**config.mk**
```make
export PLATFORM = sky130hd
export DESIGN_NAME = bowling
export DESIGN_NICKNAME = d
export VERILOG_FILES = /design/src/rtl/bowling.sv
export SDC_FILE = /design/constraint.sdc
export NUM_CORES = 1
export LEC_CHECK = 0
export CAP_MARGIN = 5
export CORE_ASPECT_RATIO = 0.75
export CORE_MARGIN = 1
export CORE_UTILIZATION = 64
export CTS_BUF_LIST = sky130_fd_sc_hd__clkbuf_8
export CTS_CLUSTER_SIZE = 8
export DETAILED_ROUTE_END_ITERATION = 10
export GPL_TIMING_DRIVEN = 0
export HOLD_SLACK_MARGIN = 0.15
export PLACE_DENSITY = 0.81
export SLEW_MARGIN = 5
export SYNTH_ARGS = -nofsm -noshare
export SYNTH_HDL_FRONTEND = slang
export SYNTH_SLANG_ARGS = --single-unit
export TNS_END_PERCENT = 10
```
**constraint.sdc**
```tcl
create_clock -name clock -period 14.1 [get_ports clock]
set_clock_uncertainty 0.2 [all_clocks]
set_input_delay 2.115 -clock clock [delete_from_list [all_inputs] [get_ports clock]]
set_output_delay 2.115 -clock clock [all_outputs]
set_load 0.05 [all_outputs]
```
**src/rtl/bowling.sv**
```systemverilog
// bowling: ten-pin game scorer that records throws and sums one frame per clock on request
module bowling (
  input  logic       clock,
  input  logic       reset,
  input  logic       roll,
  input  logic       calculate_score,
  input  logic [3:0] pin_count,
  output logic [8:0] score
);
  logic [20:0][3:0] rolls_q;
  logic [31:0][3:0] ext;
  logic [4:0]       roll_count_q, roll_count_d;
  logic [8:0]       score_q, score_d;
  logic [3:0]       frame_idx_q, frame_idx_d;
  logic [4:0]       roll_idx_q, roll_idx_d, idx, nxt;
  logic             calc_q, start, wr, strike, spare;
  logic [3:0]       a, b, c;
  logic [5:0]       frame;
  // Zero padding lets bonus lookups past slot 20 read as 0 without bounds logic.
  assign ext    = {44'b0, rolls_q};
  assign start  = calculate_score && !calc_q;
  assign wr     = roll && !calculate_score && roll_count_q != 5'd21;
  assign idx    = start ? 5'd0 : roll_idx_q;
  assign a      = ext[idx];
  assign b      = ext[idx + 5'd1];
  assign c      = ext[idx + 5'd2];
  assign strike = a == 4'd10;
  assign spare  = ({1'b0, a} + {1'b0, b}) == 5'd10;
  assign frame  = strike ? 6'd10 + 6'(b) + 6'(c) : spare ? 6'd10 + 6'(c) : 6'(a) + 6'(b);
  assign nxt    = idx + (strike ? 5'd1 : 5'd2);
  assign roll_count_d = wr ? roll_count_q + 5'd1 : roll_count_q;
  assign score  = score_q;
  always_comb begin
    score_d     = score_q;
    frame_idx_d = frame_idx_q;
    roll_idx_d  = roll_idx_q;
    if (start) begin
      score_d     = 9'(frame);
      frame_idx_d = 4'd1;
      roll_idx_d  = nxt;
    end else if (calculate_score && frame_idx_q < 4'd10) begin
      score_d     = score_q + 9'(frame);
      frame_idx_d = frame_idx_q + 4'd1;
      roll_idx_d  = nxt;
    end
  end
  always_ff @(posedge clock) begin
    if (reset) begin
      rolls_q      <= '0;
      roll_count_q <= '0;
      score_q      <= '0;
      frame_idx_q  <= '0;
      roll_idx_q   <= '0;
      calc_q       <= 1'b0;
    end else begin
      if (wr) rolls_q[roll_count_q] <= pin_count > 4'd10 ? 4'd10 : pin_count;
      roll_count_q <= roll_count_d;
      score_q      <= score_d;
      frame_idx_q  <= frame_idx_d;
      roll_idx_q   <= roll_idx_d;
      calc_q       <= calculate_score;
    end
  end
endmodule

```
Figure 1. Supply network (run 1).
(4 px per um) Pins as bars on the die edge. Tap cells in gray.
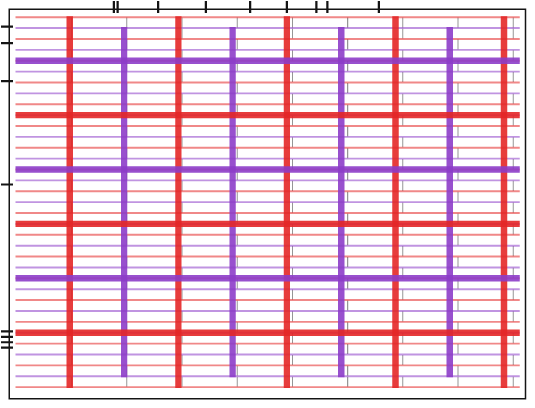
| net | color |
|---|---|
| VDD | purple |
| VSS | red |
met4 straps: 9
met5 straps: 6
rows: 34
tap cells: 162
met1 rails: 35
Max IR drop VDD: 0.0966 mV
height of the die: 97 um
core area: 11,700 um^2
Die X: 129 um

Figure 2. Placed cells, one color a class (run 1).
(4 px per um) Fill, decap, tap and diode cells in gray.
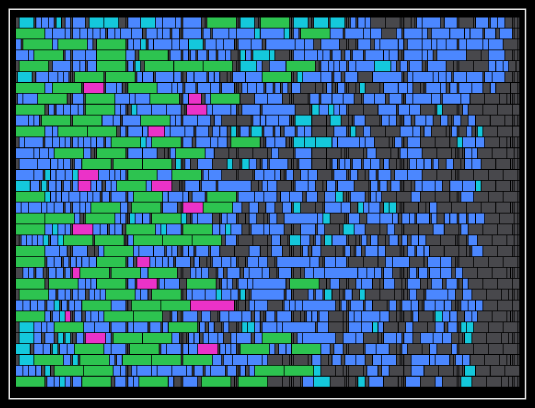
| class | color | cells | share of their area |
|---|---|---|---|
| other buffers and delay cells | cyan | 90 | 6.5% |
| flip-flops | green | 108 | 27% |
| clock drivers and dummy loads | magenta | 16 | 2.5% |
| all other logic | blue | 815 | 64% |
final core utilization: 70.8%
Cell Rows: 34
Seq area share: 26.2%
Final Cell Area: 8250 um^2

Figure 3. Clock distribution (run 1).
(3 px per um)
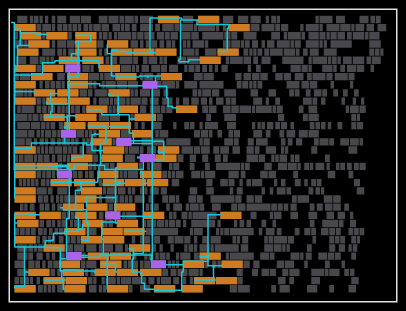
[flip-flops] orange | count: 108
[clock wires] cyan | length: 1,220 um
[cells driving clock nets] purple | count: 9
routed clock nets: 10

-- run 1: routing by layer --
| metal | vias to the layer above | GRT usage [%] |
|---|---|---|
| met3 | 210 | 19.2 |
| met5 | - | 2.10 |
| met2 | 909 | 70.6 |
| met4 | 0 | 22.5 |
| met1 | 3941 | 70.3 |
| li1 | 3680 | - |
-- run 1: report_power, final --
part	leakage [uW]	switching (uW)	internal, uW
clock network	0.000106	115	83.5
logic	0.00201	139	75.1
registers	0.000872	5.51	309
total	0.00299	260	468
-- run 1: sequential cells by signal, indices dropped and copies added (netlist names) --
name          cells
frame_idx_q       4
roll_idx_q        5
score             9
calc_q            1
ext              84
roll_count_q      5
-- run 1: logic make-up after synthesis --
group / count (synthesis) / share of synthesized area [%]
buffers and inverters: 98 / 5.98
adder cells (fa/ha/maj): 30 / 5.10
XOR/XNOR: 23 / 2.62
AND-OR/OR-AND: 290 / 25.1
multiplexers: 65 / 10.2
flip-flops: 108 / 28.1
AND/OR/NAND/NOR: 384 / 23.0
-- run 1: path summary, 6_finish.rpt --
check,to,slack [ns],cells past startpoint,from
worst max-delay path,score[8],4.79,27,calculate_score
worst min-delay path,frame_idx_q[3],0.29,2,frame_idx_q[3]
worst max register to register,score[8],6.71,26,calc_q
worst min register to register,frame_idx_q[3],0.29,2,frame_idx_q[3]
-- run 1: worst max-delay path: cells and delay by family --
| kind | cells | cell delay, ns |
|---|---|---|
| fa+ha+maj | 4 | 1.45 |
| xor+xnor | 1 | 0.15 |
| compound gates | 11 | 2.75 |
| simple gates | 4 | 0.64 |
| buf+inv | 6 | 2.00 |
| mux | 1 | 0.29 |
-- run 1: placed cells by master (no fill, tap or decap), types with 4 or more instances in the layout --
cell | synthesis | final
and3_1 | 15 | 15
nand4_1 | 4 | 4
nand2b_1 | 12 | 12
xnor2_1 | 20 | 20
buf_2 | 14 | 14
a211oi_1 | 26 | 26
a21oi_1 | 86 | 86
nor3_1 | 24 | 24
a211o_1 | 7 | 7
nand2_1 | 120 | 120
nor2b_1 | 4 | 4
clkdlybuf4s50_1 | 0 | 15
dfxtp_1 | 108 | 108
buf_1 | 5 | 5
o21ai_0 | 41 | 41
mux4_2 | 10 | 10
and2_1 | 7 | 7
a21o_1 | 10 | 10
nor3b_1 | 5 | 5
or2_2 | 5 | 5
mux2_2 | 4 | 4
buf_6 | 6 | 6
clkbuf_1 | 42 | 42
o22ai_1 | 26 | 26
mux2i_1 | 50 | 50
a21boi_0 | 10 | 10
a31oi_1 | 15 | 15
a221oi_1 | 6 | 6
o221ai_1 | 4 | 4
and2_0 | 4 | 4
nor2_1 | 118 | 118
ha_1 | 25 | 25
nand3_1 | 45 | 45
a311oi_1 | 7 | 7
buf_4 | 8 | 8
a22oi_1 | 6 | 6
inv_1 | 23 | 24
clkbuf_8 | 0 | 9
-- run 1: layout make-up --
cell class                      instances  area, um^2
Tap cell                              162         203
Fill cell                             881        3400
Clock inverter                          7        76.3
Buffer                                 75         374
Sequential cell                       108        2160
Clock buffer                            9         124
Multi-Input combinational cell        792        5080
Inverter                               23        86.3
Timing Repair Buffer                   15         150
==> impl_metrics.csv, run 1 <==
group,metric,value,unit
run_status,outcome,"finished, final reports clean",
worst_setup_path,cp-start-kind,"primary input",
final_layout,layout.cells.non_filler,1191,
min_path,hold_path.class,"reg2reg",
clocking,clk_pin_slew,0.10,ns
place,pre_cts_ws,4.70,ns
final_timing,final.setup.tns,0,ns
final_timing,rsz0062_at_grt,"false",
clocking,cts_max_path_buffers,2,
detailed_routing,wl_met1,11.7,mm
power_and_ir_drop,p_leak,0.00299,uW
final_timing,timing.final.crit_period,9.31,ns
yosys,ys_seq_share,28.1,%
clocking,root_buffer,"clkbuf_8",
yosys,top_area_cell,"dfxtp_1",
clocking,cts_sinks,108,
final_layout,antenna_cells,0,
place,dp_hpwl,23.3,mm
detailed_routing,vias_per_cell,7.34,
place,io_buffers,15,
clocking,clk_latency,0.39,ns
detailed_routing,drt_iter0_drc,1642,
clocking,postCtsSetupBuffers,0,
yosys,top_area_share,28.1,%
final_timing,slew_violations,0,
yosys,ys_cells,998,
global_route,track_usage,51.2,%
yosys,syn_inst,998,
detailed_routing,vias,8740,
worst_setup_path,crit_arrival,9.39,ns
yosys,yosys_most_used_dff,"dfxtp_1",
global_route,grt_max_degree,19,
worst_setup_path,cpPeakStageDelay,0.62,ns
detailed_routing,maxUsedRoutingLayer,"met4",
final_timing,hold_violations,0,
flow_run,warnings,31,
detailed_routing,met2_wirelength,12.1,mm
power_and_ir_drop,p_total,728,uW
yosys,syn-cell-area,7700,um^2
final_timing,finalSetupViolations,0,
clocking,htreeDepth,3,
floorplan,die-area,12500,um^2
yosys,synth.distinct_cells,84,
worst_setup_path,slowest_stage,"clkdlybuf4s50_1",
floorplan,ios,17,
global_route,grt_pass1_vias,8026,
final_timing,fin_ws,4.79,ns
clocking,cts_tree,"yes",
final_timing,fmax,0.107,GHz
worst_setup_path,critPathKind,"in2reg",
yosys,syn_nets,1034,
worst_setup_path,worstPathMaxFanout,10,
place,placed_cell_area,8050,um^2
final_timing,relSlewSlack,23.9,%
power_and_ir_drop,power.density,88.1,nW/um^2
final_timing,fin_crit_sh,66.1,%
clocking,cts_made_buffers,9,
final_timing,max_slew.worst_pin.slew,1.13,ns
yosys,yosys-top-cells-area,"dfxtp_1, mux2i_1, nand2_1",
place,placed_cells,1175,
detailed_routing,firstDrtPassIters,7,
yosys,yosys.cell_count.top_type,"nand2_1",
yosys,syn_area_per_cell,7.72,um^2
final_layout,layout-drive-gt1-share,8.07,%
detailed_routing,wire_per_inst,26.3,um
yosys,async_flop_share,0,%
global_route,antenna_found_initial,0,
final_layout,num-nets-final,1060,
clocking,ctsHoldBuffers,0,
yosys,ys_warn_count,0,
detailed_routing,ant_nets,0,
detailed_routing,met3WireLength,5.72,mm
global_route,grt_pass1_wl,47.6,mm
yosys,ys.flops,108,
worst_setup_path,cp.required,14.18,ns
clocking,cts_resized,0,
final_timing,finalHoldWorstSlack,0.289,ns
detailed_routing,drt_wl_total,31.4,mm
floorplan,fp_util,66.1,%
flow_run,maxCapViolations,0,
global_route,grt_overflow_total,0,
Figure 4. Routing congestion (run 1).
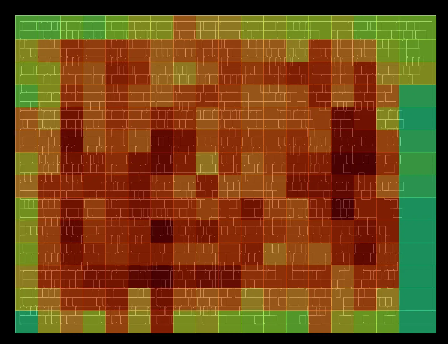

==> run 2, diff against run 1 <==
- CORE_UTILIZATION: 64 -> 59
- PLACE_DENSITY: 0.81 -> 0.78
- clock period: 14.1 -> 8.1 ns (I/O delays scaled with it)
Figure 5. Routing congestion (run 2).
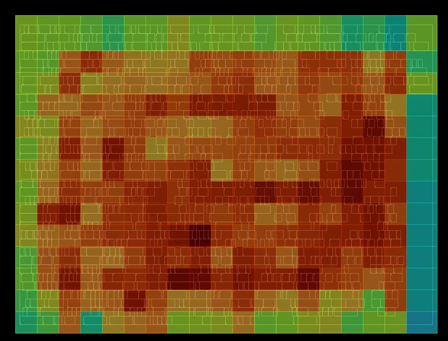
Tot GR Track Use: 46.7%
final core utilization: 66.4%
grt met2 use: 64.9%
Avg WL per Cell: 26.0 um

Figure 6. Placed cells, one color a class (run 2).
(4 px per um) Fill, decap, tap and diode cells in gray.
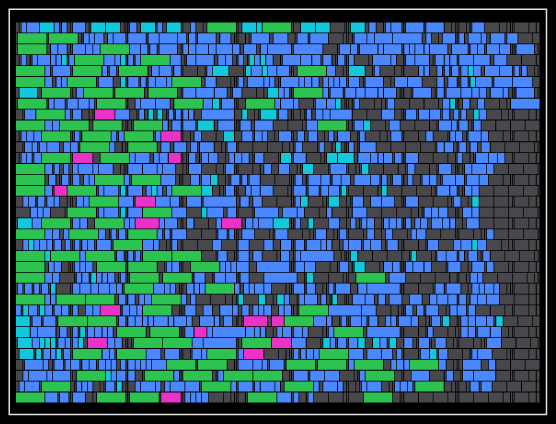
| class | color | cells | share of their area |
|---|---|---|---|
| clock drivers and dummy loads | magenta | 16 | 2.5% |
| flip-flops | green | 108 | 27% |
| all other logic | blue | 815 | 64% |
| other buffers and delay cells | cyan | 89 | 6.5% |

==> run 2 against run 1 <==
Compared with the run above: combinational power increased by 74%; hold slack improved by 0.027 ns; register-to-register slack got worse by 5.6 ns; area after synthesis unchanged; largest power group unchanged; largest cell class unchanged.
==> impl_metrics.csv, run 2 <==
group,metric,value,unit
run_status,outcome,"finished, final reports clean",
yosys,yosys-top-cells-area,"dfxtp_1, mux2i_1, nand2_1",
global_route,antenna_found_initial,2,
clocking,htreeDepth,3,
floorplan,die_x,134,um
final_timing,relSlewSlack,32.1,%
final_layout,layout.cells.non_filler,1196,
clocking,cts_tree,"yes",
final_layout,final_area,8280,um^2
detailed_routing,ant_nets,0,
final_layout,num-nets-final,1059,
yosys,syn_area_per_cell,7.72,um^2
clocking,cts_sinks,108,
floorplan,coreArea,12500,um^2
place,placed_cells,1179,
place,placed_cell_area,8060,um^2
place,pre_cts_ws,-0.622,ns
yosys,ys_cells,998,
clocking,clk_latency,0.40,ns
floorplan,num_rows,35,
final_layout,mostFrequentLayoutCells,"nand2_1, nor2_1, dfxtp_1",
worst_setup_path,crit_arrival,7.71,ns
yosys,ys_warn_count,0,
global_route,grt_max_degree,21,
min_path,worstHoldEndpoint,"ext[30]",
detailed_routing,drc_errors,0,
min_path,hold_path.class,"reg2reg",
place,io_buffers,15,
final_timing,fin_crit_sh,94.2,%
worst_setup_path,worstSetupStartpoint,"calculate_score",
detailed_routing,drt_wl_total,31.0,mm
clocking,cts_made_buffers,9,
yosys,ys_seq_share,28.1,%
yosys,edf_count,0,
detailed_routing,drt_iter0_drc,1260,
clocking,cts_max_path_buffers,2,
final_layout,areaGrowthSynthToFinish,7.55,%
clocking,ctsHoldBuffers,0,
place,dp_hpwl,23.9,mm
final_layout,layout_top_cell,"nand2_1",
yosys,syn_nets,1034,
final_timing,fmax,0.131,GHz
global_route,grt_pass1_wl,46.6,mm
final_timing,finalHoldWorstSlack,0.316,ns
final_timing,finalSetupViolations,0,
worst_setup_path,cp.required,8.18,ns
yosys,ys_top_cells_by_count,"nand2_1, nor2_1, dfxtp_1",
final_timing,timing.final.crit_period,7.63,ns
flow_run,warnings,31,
min_path,whs_path_depth,2,
power_and_ir_drop,power.density,152,nW/um^2
worst_setup_path,worstPathMaxFanout,10,
yosys,ys_chip_area,7700,um^2
global_route,grt_pass1_vias,7735,
final_layout,largest_reg_flops,84,
yosys,syn-cell-area,7700,um^2
clocking,clk_pin_slew,0.11,ns
worst_setup_path,rrSetupSlack,1.07,ns
yosys,async_flop_share,0,%
floorplan,ios,17,
yosys,ys.flops,108,
clocking,root_buffer,"clkbuf_8",
floorplan,fp_util,61.7,%
power_and_ir_drop,ir_drop,0.153,mV
final_timing,slew_violations,0,
final_timing,max_slew.worst_pin.slew,1.01,ns
yosys,syn_inst,998,
final_timing,rsz0062_at_grt,"false",
power_and_ir_drop,p_leak,0.00300,uW
flow_run,maxCapViolations,0,
detailed_routing,vias,8498,
detailed_routing,firstDrtPassIters,6,
yosys,yosys.cell_count.top_type,"nand2_1",
worst_setup_path,cp-start-kind,"primary input",
yosys,top_area_cell,"dfxtp_1",
worst_setup_path,r2r_cells,27,
worst_setup_path,r2r_end,"score[8]",
floorplan,die_y,101,um
final_layout,layout-drive-gt1-share,8.56,%
global_route,grt_overflow_total,0,
place,gp_congestion,1.02,
final_timing,hold_violations,0,
yosys,synth.distinct_cells,84,
worst_setup_path,critPathKind,"in2reg",
floorplan,die-area,13500,um^2
final_layout,fillers,1082,
detailed_routing,vias_per_cell,7.11,
worst_setup_path,r2r_start,"calc_q",
yosys,top_area_share,28.1,%
min_path,hp-start,"ext[30]",
yosys,yosys_most_used_dff,"dfxtp_1",
final_timing,fin_ws,0.470,ns
worst_setup_path,crit_path_end_kind,"flop",
-- run 2: cell counts after synthesis --
Identical to the previous run, type by type.
-- run 2: critical path, cell delays in order --
cell and delay, ns:
dlymetal6s2s_1 0.27, and2b_1 0.23, buf_4 0.18, clkbuf_1 0.29
buf_2 0.33, a21oi_4 0.26, clkbuf_2 0.31, a31oi_1 0.17
a211oi_1 0.39, a211o_1 0.15, o21ai_0 0.30, ha_1 0.38
fa_1 0.48, nor2_1 0.15, o21ai_0 0.09, mux2_2 0.30
a21boi_2 0.25, a211oi_1 0.12, a21oi_1 0.17, ha_1 0.20
inv_1 0.06, fa_1 0.42, o21ai_0 0.33, a21o_1 0.18
nand2_1 0.06, a21oi_1 0.21, xnor2_1 0.14, nor2_1 0.05
-- run 2: through the flow --
| stage | setup TNS (ns) | power (uW) |
|---|---|---|
| global route | 0 | 1300 |
| finish | 0 | 1260 |
| global placement | -1.95 | 910 |
| CTS | 0 | 1240 |
| detailed placement | -2.58 | 916 |
| floorplan | 0 | 809 |
-- run 2: repair_timing --
action                                  4_1_cts  5_1_grt
buffers inserted                              0        0
endpoints found under the setup margin        2        6
resized                                       2        6
-- run 2: routing by layer --
layer | share of wire [%] | GRT usage, % | vias up
met5 | 0.10 | 4.81 | -
met4 | 4.0 | 16.6 | 4
met3 | 18 | 18.9 | 127
met2 | 38 | 64.9 | 762
met1 | 40 | 63.9 | 3938
li1 | - | - | 3667
-- run 2: how the worst max path moves through the flow --
stage               end  slack, ns
2_1_floorplan  score[6]       1.81
3_3_place_gp   score[8]      -0.54
3_5_place_dp   score[8]      -0.62
4_1_cts        score[8]       0.08
5_1_grt        score[8]       0.32
6_report       score[8]       0.47
-- run 2: cell families after synthesis --
logic type | after synthesis | synth area share, %
and+or+nand+nor | 384 | 23.0
DFF | 108 | 28.1
muxes | 65 | 10.2
xor gates and xnor gates | 23 | 2.62
AOI/OAI and AO/OA | 290 | 25.1
buffers and inverters | 98 | 5.98
adders and majority gates | 30 | 5.10
-- run 2: area by class of cell --
type,count,area (um^2),area share (%)
multi-input cells,792,5090,61.5
well taps,166,208,2.51
clock inverters,6,67.6,0.816
clock buffers,10,138,1.66
flip-flops and latches,108,2160,26.1
diodes,2,5.00,0.0604
repair buffers,15,153,1.84
inverters,23,86.3,1.04
plain buffers,74,374,4.52
-- run 2: where the power goes --
part	leakage (uW)	internal (uW)	switching [uW]	total (uW)
sequential	0.000872	539	10.4	549
combinational	0.00203	131	242	372
clock	0.000103	129	212	341
Power figures rest on the tool's default switching activity, not on a simulated workload.
